$ cat config.mk
export PLATFORM = sky130hd
export DESIGN_NAME = instr_encoder
export DESIGN_NICKNAME = d
export VERILOG_FILES = /design/src/rtl/instr_encoder.sv
export SDC_FILE = /design/constraint.sdc
export NUM_CORES = 1
export LEC_CHECK = 0
export CELL_PAD_IN_SITES_DETAIL_PLACEMENT = 1
export CELL_PAD_IN_SITES_GLOBAL_PLACEMENT = 2
export CORE_MARGIN = 2
export CORE_UTILIZATION = 34
export CTS_CLUSTER_SIZE = 16
export DETAILED_ROUTE_END_ITERATION = 7
export PLACE_DENSITY_LB_ADDON = 0.1
export SLEW_MARGIN = 25
export SYNTH_ARGS = -nofsm -noshare
export SYNTH_HDL_FRONTEND = slang
export SYNTH_SLANG_ARGS = --single-unit
$ cat constraint.sdc
create_clock -name clk -period 10.9 [get_ports clk]
set_input_delay 3.27 -clock clk [delete_from_list [all_inputs] [get_ports clk]]
set_output_delay 3.27 -clock clk [all_outputs]
set_load 0.01 [all_outputs]
$ cat src/rtl/instr_encoder.sv
// RV32I field-to-word encoder feeding a small output FIFO; each word is tagged with a target address.
// Define IMM_RANGE_CHECK_EN to flag immediates that do not fit their instruction format.
module instr_encoder #(
   parameter int DATA_WIDTH = 32,
   parameter int DEPTH = 2,
   parameter logic [DATA_WIDTH-1:0] BASE_ADDR = '0
) (
   input  logic                  clk,
   input  logic                  rst,
   input  logic                  in_valid,
   output logic                  in_ready,
   input  logic [6:0]            op,
   input  logic [2:0]            func,
   input  logic                  alt,
   input  logic [4:0]            rs1,
   input  logic [4:0]            rs2,
   input  logic [4:0]            rd,
   input  logic [DATA_WIDTH-1:0] imm,
   input  logic                  addr_load,
   input  logic [DATA_WIDTH-1:0] addr_in,
   output logic                  out_valid,
   input  logic                  out_ready,
   output logic [DATA_WIDTH-1:0] out_instr,
   output logic [DATA_WIDTH-1:0] out_addr,
   output logic                  out_err
);

   localparam int PTR_W = (DEPTH > 1) ? $clog2(DEPTH) : 1;
   localparam int CNT_W = PTR_W + 1;

   localparam logic [6:0] OP_R     = 7'b0110011;
   localparam logic [6:0] OP_IMM   = 7'b0010011;
   localparam logic [6:0] OP_LOAD  = 7'b0000011;
   localparam logic [6:0] OP_JALR  = 7'b1100111;
   localparam logic [6:0] OP_STORE = 7'b0100011;
   localparam logic [6:0] OP_BR    = 7'b1100011;
   localparam logic [6:0] OP_LUI   = 7'b0110111;
   localparam logic [6:0] OP_AUIPC = 7'b0010111;
   localparam logic [6:0] OP_JAL   = 7'b1101111;

   localparam logic [2:0] FMT_R   = 3'd0;
   localparam logic [2:0] FMT_I   = 3'd1;
   localparam logic [2:0] FMT_S   = 3'd2;
   localparam logic [2:0] FMT_B   = 3'd3;
   localparam logic [2:0] FMT_U   = 3'd4;
   localparam logic [2:0] FMT_J   = 3'd5;
   localparam logic [2:0] FMT_BAD = 3'd6;

   logic [2:0]            fmt;
   logic [31:0]           enc;
   logic                  enc_err;
   logic [DATA_WIDTH-1:0] tag_addr;
   logic [DATA_WIDTH-1:0] addr_cnt;

   logic [DATA_WIDTH-1:0] mem_instr [DEPTH];
   logic [DATA_WIDTH-1:0] mem_addr  [DEPTH];
   logic                  mem_err   [DEPTH];
   logic [PTR_W-1:0]      wr_ptr;
   logic [PTR_W-1:0]      rd_ptr;
   logic [CNT_W-1:0]      count;
   logic                  full;
   logic                  push;
   logic                  pop;

   always_comb begin
      fmt = FMT_BAD;
      case (op)
         OP_R:                      fmt = FMT_R;
         OP_IMM, OP_LOAD, OP_JALR:  fmt = FMT_I;
         OP_STORE:                  fmt = FMT_S;
         OP_BR:                     fmt = FMT_B;
         OP_LUI, OP_AUIPC:          fmt = FMT_U;
         OP_JAL:                    fmt = FMT_J;
         default:                   fmt = FMT_BAD;
      endcase
   end

   always_comb begin
      enc = '0;
      case (fmt)
         FMT_R: enc = {1'b0, alt, 5'b00000, rs2, rs1, func, rd, op};
         FMT_I: enc = {imm[11:0], rs1, func, rd, op};
         FMT_S: enc = {imm[11:5], rs2, rs1, func, imm[4:0], op};
         FMT_B: enc = {imm[12], imm[10:5], rs2, rs1, func, imm[4:1], imm[11], op};
         FMT_U: enc = {imm[31:12], rd, op};
         FMT_J: enc = {imm[20], imm[10:1], imm[11], imm[19:12], rd, op};
         default: enc = '0;
      endcase
   end

`ifdef IMM_RANGE_CHECK_EN
   // An immediate fits when every bit above its sign bit matches the sign bit.
   logic imm_bad;
   always_comb begin
      imm_bad = 1'b0;
      case (fmt)
         FMT_I, FMT_S: imm_bad = !((imm[DATA_WIDTH-1:11] == '0) || (imm[DATA_WIDTH-1:11] == '1));
         FMT_B:        imm_bad = !((imm[DATA_WIDTH-1:12] == '0) || (imm[DATA_WIDTH-1:12] == '1)) || imm[0];
         FMT_J:        imm_bad = !((imm[DATA_WIDTH-1:20] == '0) || (imm[DATA_WIDTH-1:20] == '1)) || imm[0];
         FMT_U:        imm_bad = (imm[11:0] != 12'h000);
         default:      imm_bad = 1'b0;
      endcase
   end
   assign enc_err = (fmt == FMT_BAD) || imm_bad;
`else
   assign enc_err = (fmt == FMT_BAD);
`endif

   assign full     = (count == CNT_W'(DEPTH));
   assign in_ready = !full;
   assign push     = in_valid && !full;
   assign pop      = out_valid && out_ready;
   assign tag_addr = addr_load ? addr_in : addr_cnt;

   always_ff @(posedge clk) begin
      if (rst) begin
         wr_ptr   <= '0;
         rd_ptr   <= '0;
         count    <= '0;
         addr_cnt <= BASE_ADDR;
      end else begin
         if (push) begin
            wr_ptr   <= wr_ptr + 1'b1;
            addr_cnt <= tag_addr + DATA_WIDTH'(4);
         end else if (addr_load) begin
            addr_cnt <= addr_in;
         end
         if (pop) begin
            rd_ptr <= rd_ptr + 1'b1;
         end
         case ({push, pop})
            2'b10:   count <= count + 1'b1;
            2'b01:   count <= count - 1'b1;
            default: count <= count;
         endcase
      end
   end

   // Storage needs no reset: the count alone decides which entries are live.
   always_ff @(posedge clk) begin
      if (!rst && push) begin
         mem_instr[wr_ptr] <= DATA_WIDTH'(enc);
         mem_addr[wr_ptr]  <= tag_addr;
         mem_err[wr_ptr]   <= enc_err;
      end
   end

   assign out_valid = (count != '0);
   assign out_instr = out_valid ? mem_instr[rd_ptr] : '0;
   assign out_addr  = out_valid ? mem_addr[rd_ptr]  : '0;
   assign out_err   = out_valid ? mem_err[rd_ptr]   : 1'b0;

endmodule

Pin map:
Pins as bars across the die edge, other pins in grey.
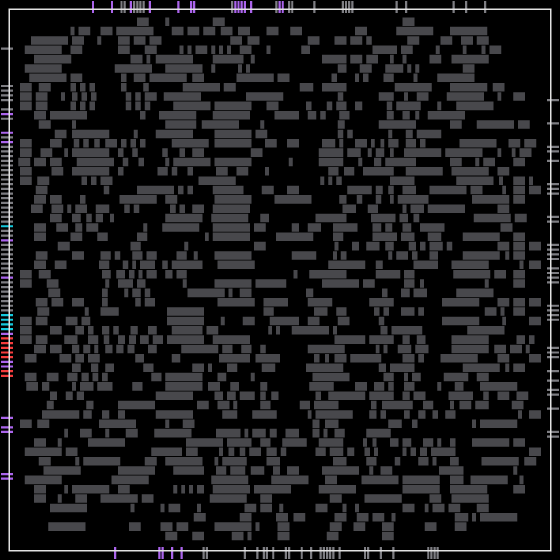
Cyan shows `rd`, pins 5, direction input, edge left. Purple shows `out_instr`, pins 32, direction output, edge 14 top, 13 left, 5 bottom. Red shows `op`, pins 7, direction input, edge left.
All pins by edge: 66 left, 34 top, 32 right, 30 bottom.
Die Y-Extent: 157 um
Chip Width: 157 um

Clock wiring as the flow saved it:
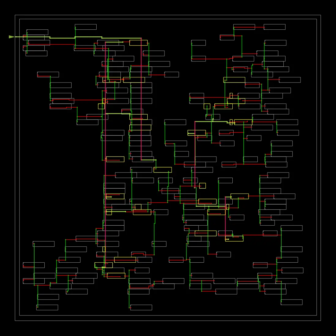
count of clock buffers in the final design: 20
final setup skew: 0.0167 ns
source-to-sink clock delay at the later pin of the worst-skew pair: 0.44 ns
number of clock sinks: 167
flop count: 167

Sequential cells grouped by signal name:
Bar = 50 um. Other sequential cells in the stronger grey, the rest of the logic in the fainter grey.
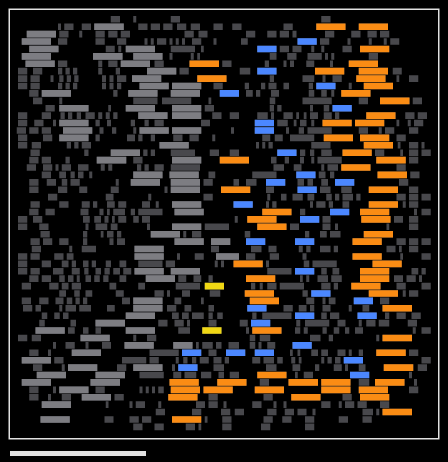
Yellow shows `count`, sequential cells 2. Orange shows `mem_addr`, sequential cells 64. Blue shows `addr_cnt`, sequential cells 32.
Another 69 sequential cells are not coloured.

==> run notes <==
Entry: Yosys synthesis followed by OpenROAD place and route.

Logic synthesis:
- Looking at the gate-level netlist, the highest instance count belongs to sky130_fd_sc_hd__edfxtp_1.
- The run puts the count of library flops with an enable pin at 130.
- The run gives the per-instance average area after synthesis as 11.8 um^2.
- The run gives the primary flip-flop cell chosen by synthesis mapping as sky130_fd_sc_hd__edfxtp_1.
- The synthesized netlist contains 56 unique library cells.
- The run gives the number of cells in the yosys synthesis report as 675.

Routing:
- The routed design shows a wire length per standard cell of 18.4 um.

Clocking:
- The run puts the quantity of gates resized following cts at 0.
- The run gives the H-tree depth reported by CTS as 4.
- The run puts the largest buffer count on any clock path at 2.

Job:
- The run puts the number of logged tool warnings at 26.

Status:
- The flow ran to the end, and the final reports show no timing, DRC or antenna violations.

Final timing:
- In the final timing run, aggregate negative setup slack is 0 ns.
- The run gives the minimum setup slack in the final design as 4.53 ns.
- The most critical hold endpoint after final layout shows a slack of 0.522 ns.
- The run gives the number of endpoints failing setup at the final stage as 0.
- The pin closest to its max-slew limit shows a slew of 0.835 ns.
- The run gives the final period utilization as 58.5%.

Setup path:
- STA classifies the critical path startpoint as a primary input.
- The run gives the startpoint of the worst register-to-register path as count[0]$_SDFFE_PP0P_.
- The run gives the launching element of the worst setup path as op[6].
- In this run the critical path is formed by clkdlybuf4s50_1 > and4b_1 > o211a_1 > inv_2 > ha_1 > o21ai_1 > buf_4 > inv_1 > nor3_1 > a22o_1.
- Data arrives at the worst endpoint at 6.65 ns.

Floorplanning:
- The run puts the count of standard-cell rows at 56.

Global routing:
- met1 track demand over resource after global routing is 23.2%.
- The run gives the overall track demand over capacity in global routing as 17.7%.

Placed design:
- The run puts the worst-case setup slack after placement at 4.15 ns.

Finish:
- The final report lists a non-filler cell total of 1,158.

Pwr:
- Per the power-grid run, VDD falls by no more than 0.105 mV.

Min path:
- The run gives the hold path depth as 2.
Selected gate families:
Bar = 50 um.
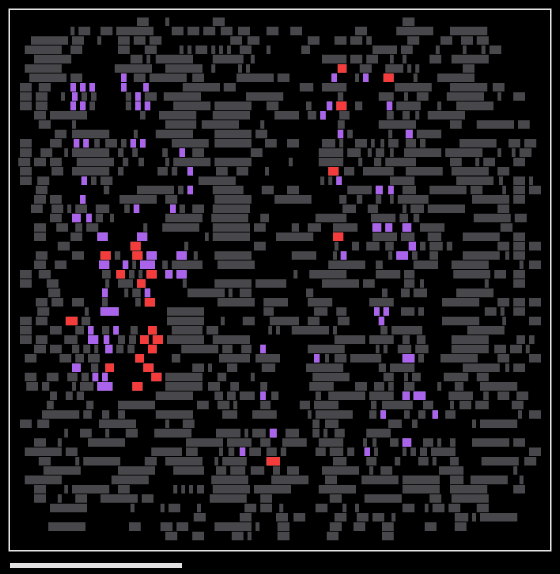
Purple shows inverting AOI/OAI gates, cells 77, most used a21oi_1. Red shows AND-OR and OR-AND gates, cells 23, most used a22o_1.

Metal layers overlaid:
Only two layers are drawn.
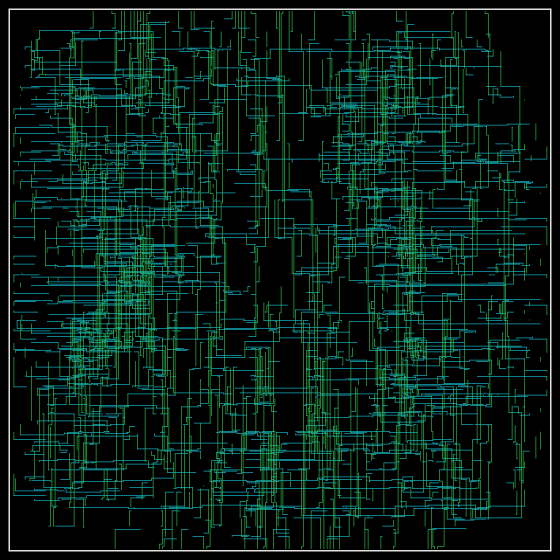
Green shows met2, wire length 10,300 um. Cyan shows met1, wire length 9,780 um.

==> layout make-up <==
cell class,count,area [um^2],share of cell area (%)
clock inverter,12,200,1.90
sequential,167,4650,44.1
inverter,14,52.6,0.499
multi-input combinational,455,3120,29.6
timing repair buffer,171,1680,16.0
clock buffer,20,437,4.14
tap,319,399,3.79
==> power breakdown <==
part	switching (mW)	internal (mW)
Clock	0.247	0.407
Combinational	0.342	0.341
Sequential	0.0442	0.752
Total	0.634	1.50
==> state kept, by name, summed over array words and instances, names as in the netlist, named ones only <==
signal / flops
addr_cnt: 32
count: 2
mem_addr: 64
mem_err: 2
mem_instr: 64
rd_ptr: 1
wr_ptr: 1
==> worst max-delay path, delay by kind of cell <==
family	cells	cell delay (ns)
buf+inv	4	1.42
compound gates	3	0.89
simple gates	2	0.71
fa+ha+maj	1	0.34
Power figures rest on the tool's default switching activity, not on a simulated workload.
